==> config.mk <==
export PLATFORM = sky130hd
export DESIGN_NAME = stream_rr_mux
export DESIGN_NICKNAME = d
export VERILOG_FILES = /design/src/rtl/scenic_stream_pkg.sv /design/src/rtl/rr_arbiter.sv /design/src/rtl/stream_rr_mux.sv
export SDC_FILE = /design/constraint.sdc
export NUM_CORES = 1
export LEC_CHECK = 0
export CORE_MARGIN = 2
export CORE_UTILIZATION = 44
export CTS_BUF_LIST = sky130_fd_sc_hd__clkbuf_4 sky130_fd_sc_hd__clkbuf_8
export CTS_CLUSTER_DIAMETER = 50
export CTS_CLUSTER_SIZE = 10
export DETAILED_ROUTE_END_ITERATION = 10
export GPL_TIMING_DRIVEN = 0
export HOLD_SLACK_MARGIN = 0.06
export PLACE_DENSITY = 0.8
export SLEW_MARGIN = 25
export SYNTH_ARGS = -nofsm -noshare
export SYNTH_HDL_FRONTEND = slang
export SYNTH_SLANG_ARGS = --single-unit
==> constraint.sdc <==
create_clock -name clk -period 3.1 [get_ports clk]
set_clock_uncertainty 0.15 [all_clocks]
set_input_delay 0.465 -clock clk [delete_from_list [all_inputs] [get_ports clk]]
set_output_delay 0.465 -clock clk [all_outputs]
set_load 0.02 [all_outputs]
==> src/rtl/scenic_stream_pkg.sv <==
// rtl/scenic_stream_pkg.sv - shared stream helpers, select type and lock-FSM encodings
// Purpose : common definitions for the scenic stream blocks (mux, future crossbar/demux).
// Ports   : none (package).
package scenic_stream_pkg;

  // Widest channel index any stream block instance is expected to need (16 channels).
  localparam int unsigned MAX_SEL_W = 4;

  // Generic channel-index container; each instance slices its own
  // logic [SEL_W-1:0] from its NUM_IN parameter.
  typedef logic [MAX_SEL_W-1:0] sel_t;

  // Lock FSM encodings.
  localparam logic [0:0] ST_IDLE   = 1'b0;
  localparam logic [0:0] ST_LOCKED = 1'b1;

  // Next channel index after idx, wrapping num-1 back to 0.
  function automatic int unsigned wrap_inc(input int unsigned idx, input int unsigned num);
    if (idx + 32'd1 >= num) begin
      return 32'd0;
    end
    return idx + 32'd1;
  endfunction

endpackage

==> src/rtl/rr_arbiter.sv <==
// rtl/rr_arbiter.sv - combinational round-robin arbiter with one-hot grant and index
// Purpose : picks the first requester scanning ptr_i, ptr_i+1, ..., NUM_IN-1, 0, ..., ptr_i-1.
// Ports   : req_i  - request vector
//           ptr_i  - highest-priority channel this cycle
//           gnt_o  - one-hot grant (all zero when no request)
//           idx_o  - index of the granted channel (0 when no request)
//           any_o  - at least one request present
module rr_arbiter #(
  parameter  int NUM_IN = 4,
  localparam int SEL_W  = $clog2(NUM_IN)
) (
  input  logic [NUM_IN-1:0] req_i,
  input  logic [SEL_W-1:0]  ptr_i,
  output logic [NUM_IN-1:0] gnt_o,
  output logic [SEL_W-1:0]  idx_o,
  output logic              any_o
);

  logic found;

  // Two passes avoid modulo index arithmetic: first the channels at or
  // above the pointer, then the ones below it.
  always_comb begin
    gnt_o = '0;
    idx_o = '0;
    found = 1'b0;
    for (int i = 0; i < NUM_IN; i++) begin
      if (!found && req_i[i] && (SEL_W'(i) >= ptr_i)) begin
        found    = 1'b1;
        gnt_o[i] = 1'b1;
        idx_o    = SEL_W'(i);
      end
    end
    for (int i = 0; i < NUM_IN; i++) begin
      if (!found && req_i[i] && (SEL_W'(i) < ptr_i)) begin
        found    = 1'b1;
        gnt_o[i] = 1'b1;
        idx_o    = SEL_W'(i);
      end
    end
  end

  assign any_o = found;

endmodule

==> src/rtl/stream_rr_mux.sv <==
// rtl/stream_rr_mux.sv - N-to-1 round-robin stream mux with packet lock and registered output
// Purpose : merges per-lane result streams onto one shared bus toward writeback.
// Ports   : clk, rst_n              - clock, synchronous active-low reset
//           in_valid/in_data/in_last - per-channel input beats
//           in_ready                 - per-channel accept, at most one bit high
//           out_valid/out_data/out_last/out_sel - registered output beat and its source channel
//           out_ready                - downstream accept
//           busy                     - a packet grant is locked
module stream_rr_mux
  import scenic_stream_pkg::*;
#(
  parameter  int NUM_IN      = 4,
  parameter  int DATA_WIDTH  = 8,
  parameter  int PACKET_MODE = 1,
  localparam int SEL_W       = $clog2(NUM_IN)
) (
  input  logic                  clk,
  input  logic                  rst_n,
  input  logic [NUM_IN-1:0]     in_valid,
  input  logic [DATA_WIDTH-1:0] in_data [NUM_IN],
  input  logic [NUM_IN-1:0]     in_last,
  output logic [NUM_IN-1:0]     in_ready,
  output logic                  out_valid,
  output logic [DATA_WIDTH-1:0] out_data,
  output logic                  out_last,
  output logic [SEL_W-1:0]      out_sel,
  input  logic                  out_ready,
  output logic                  busy
);

  logic [0:0]            state_q, state_d;
  logic [SEL_W-1:0]      owner_q, owner_d;
  logic [SEL_W-1:0]      ptr_q, ptr_d;
  logic                  out_valid_q, out_valid_d;
  logic [DATA_WIDTH-1:0] out_data_q, out_data_d;
  logic                  out_last_q, out_last_d;
  logic [SEL_W-1:0]      out_sel_q, out_sel_d;

  logic [NUM_IN-1:0]     arb_gnt;
  logic [SEL_W-1:0]      arb_idx;
  logic                  arb_any;
  logic                  locked;
  logic                  can_load;
  logic [SEL_W-1:0]      cur;
  logic [SEL_W-1:0]      cur_next;
  logic                  cur_last;
  logic                  xfer;

  rr_arbiter #(.NUM_IN(NUM_IN)) u_arb (
    .req_i (in_valid),
    .ptr_i (ptr_q),
    .gnt_o (arb_gnt),
    .idx_o (arb_idx),
    .any_o (arb_any)
  );

  assign locked   = (PACKET_MODE != 0) && (state_q == ST_LOCKED);
  assign can_load = !out_valid_q || out_ready;
  assign cur      = locked ? owner_q : arb_idx;
  assign cur_next = SEL_W'(wrap_inc(32'(cur), NUM_IN));
  assign cur_last = in_last[cur];

  // While locked the owner is offered the slot even when it has nothing to
  // send, so other channels see a bubble rather than sneaking into a packet.
  always_comb begin
    in_ready = '0;
    if (rst_n && can_load) begin
      if (locked) begin
        for (int i = 0; i < NUM_IN; i++) begin
          in_ready[i] = (owner_q == SEL_W'(i));
        end
      end else if (arb_any) begin
        in_ready = arb_gnt;
      end
    end
  end

  assign xfer = |(in_ready & in_valid);

  always_comb begin
    state_d     = state_q;
    owner_d     = owner_q;
    ptr_d       = ptr_q;
    out_valid_d = out_valid_q;
    out_data_d  = out_data_q;
    out_last_d  = out_last_q;
    out_sel_d   = out_sel_q;
    if (xfer) begin
      out_valid_d = 1'b1;
      out_data_d  = in_data[cur];
      out_last_d  = cur_last;
      out_sel_d   = cur;
      if (PACKET_MODE != 0) begin
        // Pointer only moves at packet end, so a single-beat packet
        // advances it without ever entering LOCKED.
        if (cur_last) begin
          state_d = ST_IDLE;
          ptr_d   = cur_next;
        end else if (!locked) begin
          state_d = ST_LOCKED;
          owner_d = cur;
        end
      end else begin
        ptr_d = cur_next;
      end
    end else if (out_ready) begin
      out_valid_d = 1'b0;
    end
  end

  always_ff @(posedge clk) begin
    if (!rst_n) begin
      state_q     <= ST_IDLE;
      owner_q     <= '0;
      ptr_q       <= '0;
      out_valid_q <= 1'b0;
      out_data_q  <= '0;
      out_last_q  <= 1'b0;
      out_sel_q   <= '0;
    end else begin
      state_q     <= state_d;
      owner_q     <= owner_d;
      ptr_q       <= ptr_d;
      out_valid_q <= out_valid_d;
      out_data_q  <= out_data_d;
      out_last_q  <= out_last_d;
      out_sel_q   <= out_sel_d;
    end
  end

  assign out_valid = out_valid_q;
  assign out_data  = out_data_q;
  assign out_last  = out_last_q;
  assign out_sel   = out_sel_q;
  assign busy      = locked;

endmodule

==> images/cell_classes.png <==
(6 px per µm) Fill, decap, tap and diode cells in gray.
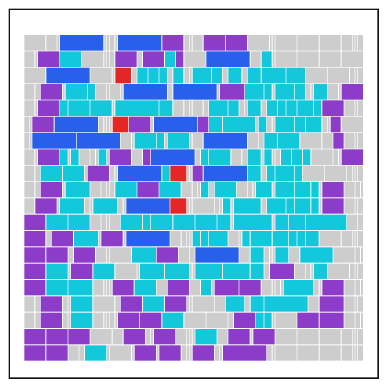
red -> clock drivers and dummy loads  # cells 4, share of their area 1.5%
cyan -> all other logic  # cells 128, share of their area 49%
purple -> other buffers and delay cells  # cells 68, share of their area 33%
blue -> flip-flops  # cells 17, share of their area 17%
# rows: 20
flop share of the area: 16.31%
Util after Layout: 67.80%

==> images/gate_families.png <==
(6 px per µm)
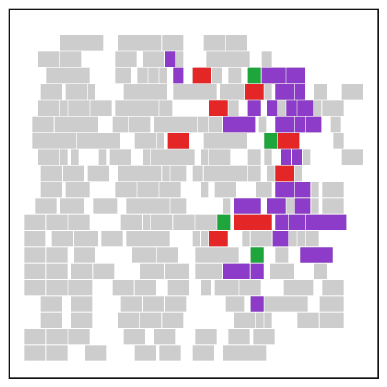
green -> AND and OR gates  # cells 4
red -> AND-OR and OR-AND gates  # cells 8
purple -> inverting AOI/OAI gates  # cells 29
Commonest Layout Cell: clkdlybuf4s50_1
multi-input combinational area share: 46.58%
non-filler cells, final: 261

==> images/final_congestion.png <==
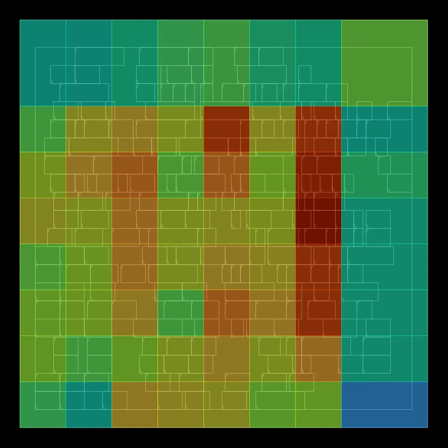
met3 Use GR: 6.092%
met1 Use GR: 23.75%
most utilized layer in the global route result: met2

==> images/drive_strength.png <==
(6 px per µm)
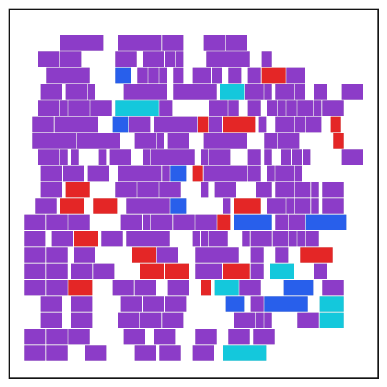
red -> drive 2  # cells 19, most used mux2_2
blue -> drive 3 to 4  # cells 9, most used clkbuf_4
cyan -> drive 6 and up  # cells 7, most used buf_6
purple -> drive 1 or less  # cells 182, most used clkdlybuf4s50_1
post-route cell area: 0.002087 mm²
Layout area overhead: 44.79%

==> images/met3.png <==
(8 px per µm)
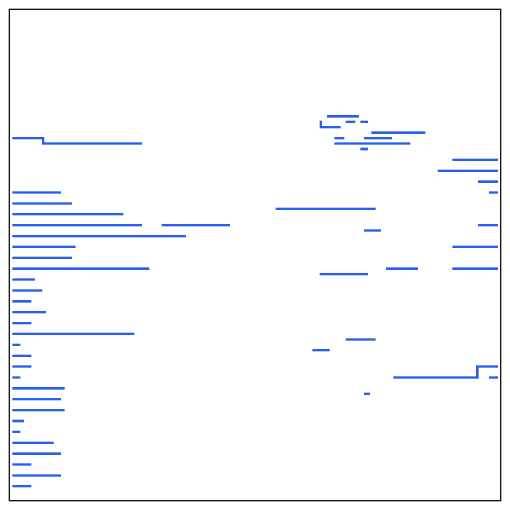
wire length on this layer = 296 µm
nets with wire on the layer = 51

==> impl_metrics.tcl <==
# collected from the flow reports
set metrics [dict create \
    fin_crit_sh_pct 93.65 \
    clock_path_buffers 2 \
    status "complete, no violations" \
    hold-path-cell-count 2 \
    syn_nets 201 \
    p_sw_share_pct 42.35 \
    slew_viol_final 0 \
    grt_pass1_wl_um 6368 \
    ff_count 17 \
    ys_seq_share_pct 23.61 \
    vias 1414 \
    end_kind "primary output" \
    p_sw_uw 743.5 \
    hold_start "out_data[4]$_SDFFE_PN0P_" \
    cts_sinks 17 \
    ys_sh_simple_pct 18.66 \
    holdPathEnd "out_data[4]$_SDFFE_PN0P_" \
    hp-class "flop to flop" \
    htreeDepth 1 \
    r2r_start "ptr_q[0]$_SDFFE_PN0P_" \
    p_int_uw 1012 \
    synth_area_mm2 0.001441 \
    fp-utilization_pct 46.83 \
    grt_pass1_vias 1458 \
    crit_family "buffers and inverters" \
    use_met2_pct 44.38 \
    combGateArea_um2 972.2 \
    chipArea_mm2 0.003750 \
    cp_max_fo 10 \
    cts_resized 0 \
    crit_chain "clkdlybuf4s50_1, buf_6, a21oi_1, o2111ai_1, a21oi_1, clkdlybuf4s50_1" \
    n_all_buffers 68 \
    n_antenna_cell 0 \
    clk_latency_ps 280 \
    crit_path_start "in_valid[2]" \
    path_buffers 3 \
    grt_overflow 0 \
    cts_tree "done" \
    critical_path.endpoint "in_ready[1]" \
    timing.rr.end "ptr_q[0]$_SDFFE_PN0P_" \
    top_cell_area_share_pct 23.61 \
    irDropWorstVdd_v 0.0004898 \
    taps 44 \
    synthAdderAreaFrac_pct 0.8681 \
    vias_per_cell 5.418 \
    wl_um 3848 \
    cellPowerDensity_mw_per_mm2 841.2 \
    ys_sh_mux_pct 25.69 \
    cp.required_ps 2480 \
    r2r_slack_ps 690 \
    top_power_group "combinational cells" \
    ys_warn_count 0 \
    seq_power_share_pct 21.5 \
    cts_made_buffers 3 \
    pg_clk_uw 124 \
    dp_cells 257 \
    hpwl_um 3182 \
    pwr-share-clk_pct 7.1 \
    cp.depth 6 \
    crit_type "input pin to primary output" \
    aoi_share_pct 22.22 \
    seq-power_uw 377 \
    routabilityCongestion 0.8920 \
    maxCapViolCount 0 \
    yosysMostFrequentCell "mux2i_1" \
    tightestPinTransition_ps 440.4 \
    wire_per_inst_um 14.74 \
    topCombFamilyByArea "multiplexers" \
    hold_slack_ps 324.7 \
]
layer usage:
layer  vias to the layer above  wire (µm)
met3                         6        296
met5                         -          0
met2                        66       2123
met1                       642       1394
met4                         0         34
li1                        700          -
per-stage QoR:
| step | total power, µW | cell area [µm²] | setup WS (ps) | util, % |
|---|---|---|---|---|
| global placement | 1601 | 2057 | 253.3 | 66.83 |
| detailed placement | 1636 | 2057 | 220.1 | 66.83 |
| global route | 1886 | 2087 | 74.08 | 67.80 |
| floorplan | 1265 | 1441 | 738.9 | - |
| CTS | 1767 | 2087 | 212.5 | 67.80 |
| finish | 1756 | 2087 | 196.9 | 67.80 |
sequential cells by signal (all words and copies together) (netlist names):
name,cells
busy,1
out_data,8
out_sel,2
owner_q,2
ptr_q,2
out_last,1
out_valid,1
Power and IR drop assume default switching activity.
